Fig. 1: clock routing
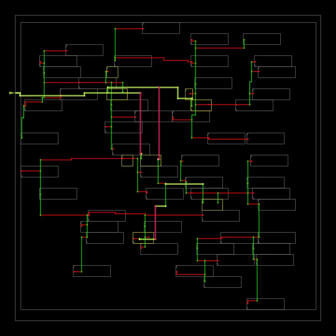
Fig. 2: sequential cells coloured by netlist name
The bar under the picture is 20 um long. Other sequential cells in the stronger grey, the rest of the logic in the fainter grey.
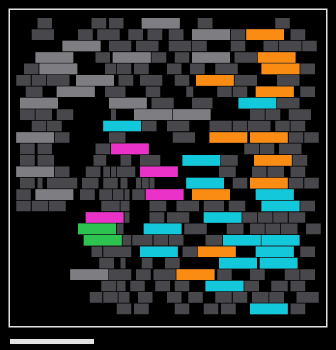
Fig. 3: pin placement
The bar under the picture is 20 um long. Pins as bars across the die edge, other pins in grey.
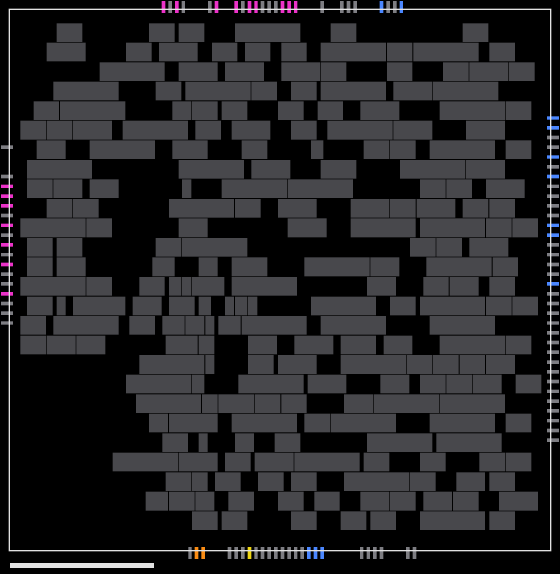
**src/rtl/mem_port_ctrl_if.sv**
```systemverilog
// mem_port_ctrl_if: requester- and memory-side signal bundle for mem_port_ctrl.
// Optional signal rsp_err is present only when MEM_PORT_RANGE_CHECK_EN is defined.
//
// Handshake: a request transfers on the posedge where req_valid && req_ready are
// both high. req_ready is high only while the controller is idle, and the request
// fields are copied at that edge, so they may change freely afterwards.
// rsp_valid is a single-cycle pulse with no ready: the consumer takes it in that cycle.
interface mem_port_ctrl_if;
    logic        req_valid;
    logic        req_write;
    logic [11:0] req_adr;
    logic [15:0] req_wdata;
    logic        req_ready;
    logic        rsp_valid;
    logic        rsp_write;
    logic [15:0] rsp_rdata;
`ifdef MEM_PORT_RANGE_CHECK_EN
    logic        rsp_err;
`endif
    logic        MemRead;
    logic        MemWrite;
    logic [11:0] adr;
    logic [15:0] mem_wdata;
    logic [15:0] mem_rdata;

    // Requester plus memory: drives requests and memory read data.
    modport master (
        output req_valid, req_write, req_adr, req_wdata, mem_rdata,
        input  req_ready, rsp_valid, rsp_write, rsp_rdata,
               MemRead, MemWrite, adr, mem_wdata
`ifdef MEM_PORT_RANGE_CHECK_EN
             , rsp_err
`endif
    );

    // Controller: accepts requests, drives the memory port and the response.
    modport slave (
        input  req_valid, req_write, req_adr, req_wdata, mem_rdata,
        output req_ready, rsp_valid, rsp_write, rsp_rdata,
               MemRead, MemWrite, adr, mem_wdata
`ifdef MEM_PORT_RANGE_CHECK_EN
             , rsp_err
`endif
    );
endinterface

```
**src/rtl/mem_port_ctrl.sv**
```systemverilog
// mem_port_ctrl: single-outstanding memory port controller.
// A request is latched in IDLE, performed in ACCESS (one write cycle, or
// WAIT_CYCLES read cycles ending in a data capture), and reported in RESP.
// Optional feature macro: MEM_PORT_RANGE_CHECK_EN adds rsp_err and rejects
// addresses above ADR_LIMIT without touching memory.
// dbg_state exposes the FSM state (0 IDLE, 1 ACCESS, 2 RESP).
module mem_port_ctrl #(
    parameter int unsigned WAIT_CYCLES = 1,
    parameter logic [11:0] ADR_LIMIT   = 12'hFFF
) (
    input  logic           clk,
    input  logic           rst,
    mem_port_ctrl_if.slave bus,
    output logic [1:0]     dbg_state
);
    typedef enum logic [1:0] {
        IDLE   = 2'd0,
        ACCESS = 2'd1,
        RESP   = 2'd2
    } state_t;

    localparam logic [3:0] WAIT_LOAD = 4'(WAIT_CYCLES);

    state_t      state;
    state_t      state_nxt;
    logic [3:0]  cnt;
    logic [11:0] adr_q;
    logic [15:0] wdata_q;
    logic [15:0] rdata_q;
    logic        write_q;
    logic        accept;
    logic        last_read;
    logic        capture;
    logic        adr_bad;

`ifdef MEM_PORT_RANGE_CHECK_EN
    logic        err_q;
    assign adr_bad = (bus.req_adr > ADR_LIMIT);
`else
    logic        unused_adr_limit;
    assign unused_adr_limit = ^ADR_LIMIT;
    assign adr_bad          = 1'b0;
`endif

    assign accept    = bus.req_valid && (state == IDLE);
    assign last_read = (cnt <= 4'd1);
    assign capture   = (state == ACCESS) && !write_q && last_read;

    assign bus.adr       = adr_q;
    assign bus.mem_wdata = wdata_q;
    assign bus.rsp_rdata = rdata_q;
    assign dbg_state     = state;

    // State register; reset returns to IDLE at once so MemWrite drops without a clock.
    always_ff @(posedge clk or posedge rst) begin
        if (rst) begin
            state <= IDLE;
        end else begin
            state <= state_nxt;
        end
    end

    // Request copy, read wait counter and read data capture.
    always_ff @(posedge clk or posedge rst) begin
        if (rst) begin
            cnt     <= 4'd0;
            adr_q   <= 12'd0;
            wdata_q <= 16'd0;
            write_q <= 1'b0;
            rdata_q <= 16'd0;
`ifdef MEM_PORT_RANGE_CHECK_EN
            err_q   <= 1'b0;
`endif
        end else begin
            if (accept) begin
                adr_q   <= bus.req_adr;
                wdata_q <= bus.req_wdata;
                write_q <= bus.req_write;
                cnt     <= WAIT_LOAD;
`ifdef MEM_PORT_RANGE_CHECK_EN
                err_q   <= adr_bad;
`endif
            end else if ((state == ACCESS) && !write_q && !last_read) begin
                cnt <= cnt - 4'd1;
            end
            if (capture) begin
                rdata_q <= bus.mem_rdata;
            end
        end
    end

    // Next-state: out-of-range requests skip ACCESS; reads leave on the last wait cycle.
    always_comb begin
        state_nxt = state;
        case (state)
            IDLE:    if (accept) state_nxt = adr_bad ? RESP : ACCESS;
            ACCESS:  if (write_q || last_read) state_nxt = RESP;
            RESP:    state_nxt = IDLE;
            default: state_nxt = IDLE;
        endcase
    end

    // Outputs decoded from state only, so strobes are exclusive and zero outside ACCESS.
    always_comb begin
        bus.req_ready = 1'b0;
        bus.MemRead   = 1'b0;
        bus.MemWrite  = 1'b0;
        bus.rsp_valid = 1'b0;
        bus.rsp_write = 1'b0;
`ifdef MEM_PORT_RANGE_CHECK_EN
        bus.rsp_err   = 1'b0;
`endif
        case (state)
            IDLE: begin
                bus.req_ready = 1'b1;
            end
            ACCESS: begin
                bus.MemWrite = write_q;
                bus.MemRead  = !write_q;
            end
            RESP: begin
                bus.rsp_valid = 1'b1;
                bus.rsp_write = write_q;
`ifdef MEM_PORT_RANGE_CHECK_EN
                bus.rsp_err   = err_q;
`endif
            end
            default: begin
                bus.req_ready = 1'b0;
            end
        endcase
    end
endmodule

```
**src/flat_wrapper.sv**
```systemverilog
// flat-port wrapper written by rule: the top's interface ports become plain ports
module mem_port_ctrl_flat 
#(
    parameter int unsigned WAIT_CYCLES = 1,
    parameter logic [11:0] ADR_LIMIT   = 12'hFFF
)
  (clk, rst, dbg_state, bus_req_valid, bus_req_write, bus_req_adr, bus_req_wdata, bus_mem_rdata, bus_req_ready, bus_rsp_valid, bus_rsp_write, bus_rsp_rdata, bus_MemRead, bus_MemWrite, bus_adr, bus_mem_wdata);
  mem_port_ctrl_if bus_i ();
  input  logic clk;
  input  logic rst;
  output logic [1:0] dbg_state;
  input wire logic [$bits(bus_i.req_valid)-1:0] bus_req_valid;
  input wire logic [$bits(bus_i.req_write)-1:0] bus_req_write;
  input wire logic [$bits(bus_i.req_adr)-1:0] bus_req_adr;
  input wire logic [$bits(bus_i.req_wdata)-1:0] bus_req_wdata;
  input wire logic [$bits(bus_i.mem_rdata)-1:0] bus_mem_rdata;
  output wire logic [$bits(bus_i.req_ready)-1:0] bus_req_ready;
  output wire logic [$bits(bus_i.rsp_valid)-1:0] bus_rsp_valid;
  output wire logic [$bits(bus_i.rsp_write)-1:0] bus_rsp_write;
  output wire logic [$bits(bus_i.rsp_rdata)-1:0] bus_rsp_rdata;
  output wire logic [$bits(bus_i.MemRead)-1:0] bus_MemRead;
  output wire logic [$bits(bus_i.MemWrite)-1:0] bus_MemWrite;
  output wire logic [$bits(bus_i.adr)-1:0] bus_adr;
  output wire logic [$bits(bus_i.mem_wdata)-1:0] bus_mem_wdata;
  assign bus_i.req_valid = bus_req_valid;
  assign bus_i.req_write = bus_req_write;
  assign bus_i.req_adr = bus_req_adr;
  assign bus_i.req_wdata = bus_req_wdata;
  assign bus_i.mem_rdata = bus_mem_rdata;
  assign bus_req_ready = bus_i.req_ready;
  assign bus_rsp_valid = bus_i.rsp_valid;
  assign bus_rsp_write = bus_i.rsp_write;
  assign bus_rsp_rdata = bus_i.rsp_rdata;
  assign bus_MemRead = bus_i.MemRead;
  assign bus_MemWrite = bus_i.MemWrite;
  assign bus_adr = bus_i.adr;
  assign bus_mem_wdata = bus_i.mem_wdata;
  mem_port_ctrl #(.WAIT_CYCLES(WAIT_CYCLES), .ADR_LIMIT(ADR_LIMIT)) u_core (.clk(clk), .rst(rst), .bus(bus_i), .dbg_state(dbg_state));
endmodule
```
**config.mk**
```make
export PLATFORM = sky130hd
export DESIGN_NAME = mem_port_ctrl_flat
export DESIGN_NICKNAME = d
export VERILOG_FILES = /design/src/rtl/mem_port_ctrl_if.sv /design/src/rtl/mem_port_ctrl.sv /design/src/flat_wrapper.sv
export SDC_FILE = /design/constraint.sdc
export NUM_CORES = 1
export LEC_CHECK = 0
export CAP_MARGIN = 25
export CORE_UTILIZATION = 40
export DETAILED_ROUTE_END_ITERATION = 12
export GPL_ROUTABILITY_DRIVEN = 0
export MAX_ROUTING_LAYER = met4
export PLACE_DENSITY = 0.86
export SYNTH_ARGS = -nofsm -noshare
export SYNTH_HDL_FRONTEND = slang
export SYNTH_SLANG_ARGS = --single-unit
```
**constraint.sdc**
```tcl
create_clock -name clk -period 4.3 [get_ports clk]
set_input_delay 1.075 -clock clk [delete_from_list [all_inputs] [get_ports clk]]
set_output_delay 1.075 -clock clk [all_outputs]
set_load 0.02 [all_outputs]
```
==> qor.yml <==
use_met3_pct: 4.685
synth_cell_type_count: 24
met2_usage_pct: 29.23
synth_area_leader_cell: "dfrtp_1"
cp.depth: 2
status: "completed"
insertion_delay_ps: 300
cpMaxStageDelayCell: "clkdlybuf4s50_1"
ctsResizeCount: 0
nFillCells: 424
final_area_mm2: 0.003267
cts_hold_buf: 0
busiest_layer: "met2"
top_cells_by_area: "dfrtp_1, mux2_4, mux2_2"
syn_area_per_cell_um2: 16.50
cap_violations: 0
port_buffers: 98
wl_met3_um: 367
dominant_cells: "registers"
fin_ws_ps: 1407
grt_usage_pct: 17.27
cts_max_level: 2
tns_ps: 0
yosysTopAreaCellShare_pct: 59.51
dr_wl_met2_um: 2305
holdWs_ps: 512.6
ys_area_mm2: 0.002145
tightest_slew_ps: 912.1
final_cell_mix: "clkdlybuf4s50_1, dfrtp_1, mux2_4"
cts_buffers: 5
drtPass1Iterations: 4
fin_nets: 281
critical_path_class: "flop to primary output"
cts_tree: "done"
critPathTopFamily: "buffers and inverters"
grt_pass1_wl_um: 6851
Back to the opening pictures, Fig. 1:
clk sink count: 51
clock-net power: 272 uW
clock buffers: 5

Back to the opening pictures, Fig. 2:
legend:
  `u_core.cnt`:
    colour: magenta
    placed_flops: 4
    where: centre
  `u_core.bus.adr`:
    colour: orange
    placed_flops: 12
  `u_core.dbg_state`:
    colour: green
    placed_flops: 2
  `u_core.bus.mem_wdata`:
    colour: cyan
    placed_flops: 16
not coloured: 17

Back to the opening pictures, Fig. 3:
legend:
  `dbg_state`:
    colour: orange
    pins: 2
    direction: output
    edge: bottom
  `bus_adr`:
    colour: blue
    pins: 12
    direction: output
    edge: 7 right, 3 bottom, 2 top
  `bus_rsp_valid`:
    colour: yellow
    pins: 1
    direction: output
    edge: bottom
  `bus_mem_rdata`:
    colour: magenta
    pins: 16
    direction: input
    edge: 9 top, 7 left
all pins by edge: 34 right, 24 bottom, 24 top, 17 left

through the flow:
step / std cells / util (%)
3_3_place_gp: 293 / 61.44
2_1_floorplan: 130 / -
4_1_cts: 302 / 63.56
3_5_place_dp: 294 / 61.83
6_report: 302 / 63.56
5_1_grt: 302 / 63.56
power by group:
part	total, mW	internal, mW	switching (mW)
registers	0.755	0.654	0.101
clock network	0.272	0.113	0.158
logic	0.944	0.543	0.401
total	1.97	1.31	0.660
kinds of logic after synthesis:
kind of cell,share of synthesized area (%)
compound gates,1.692
buf+inv,3.150
mux,28.18
xor+xnor,0.4085
simple gates,5.894
fa+ha+maj,1.167
flops,59.51
worst reg2reg max path, cell delays in order, from the launching register on:
cell and delay, ps:
dfrtp_1 460, nor2_1 140, and2_2 760, mux2_2 430
registers in the layout, summed over array words and instances (netlist names):
name                  count
u_core.bus.adr           12
u_core.cnt                4
u_core.write_q            1
u_core.bus.rsp_rdata     16
u_core.dbg_state          2
u_core.bus.mem_wdata     16
Yosys cell counts (all sizes together) (2+ instances only):
master / number
nor2: 3
nor3b: 2
nor3: 3
buf: 5
ha: 2
mux2: 45
nand2: 3
and2: 2
dfrtp: 51
inv: 3
a21oi: 2
worst min path at each step:
stage | from | to | slack (ps)
floorplan | u_core.cnt[0] | u_core.cnt[0] | 490
global placement | u_core.bus.rsp_rdata[2] | u_core.bus.rsp_rdata[2] | 490
detailed placement | u_core.bus.adr[6] | u_core.bus.adr[6] | 490
CTS | u_core.bus.mem_wdata[11] | u_core.bus.mem_wdata[11] | 520
global route | u_core.bus.mem_wdata[11] | u_core.bus.mem_wdata[11] | 530
finish | u_core.bus.mem_wdata[3] | u_core.bus.mem_wdata[3] | 510
No activity file was given, so power comes from the tool's default toggle rates.
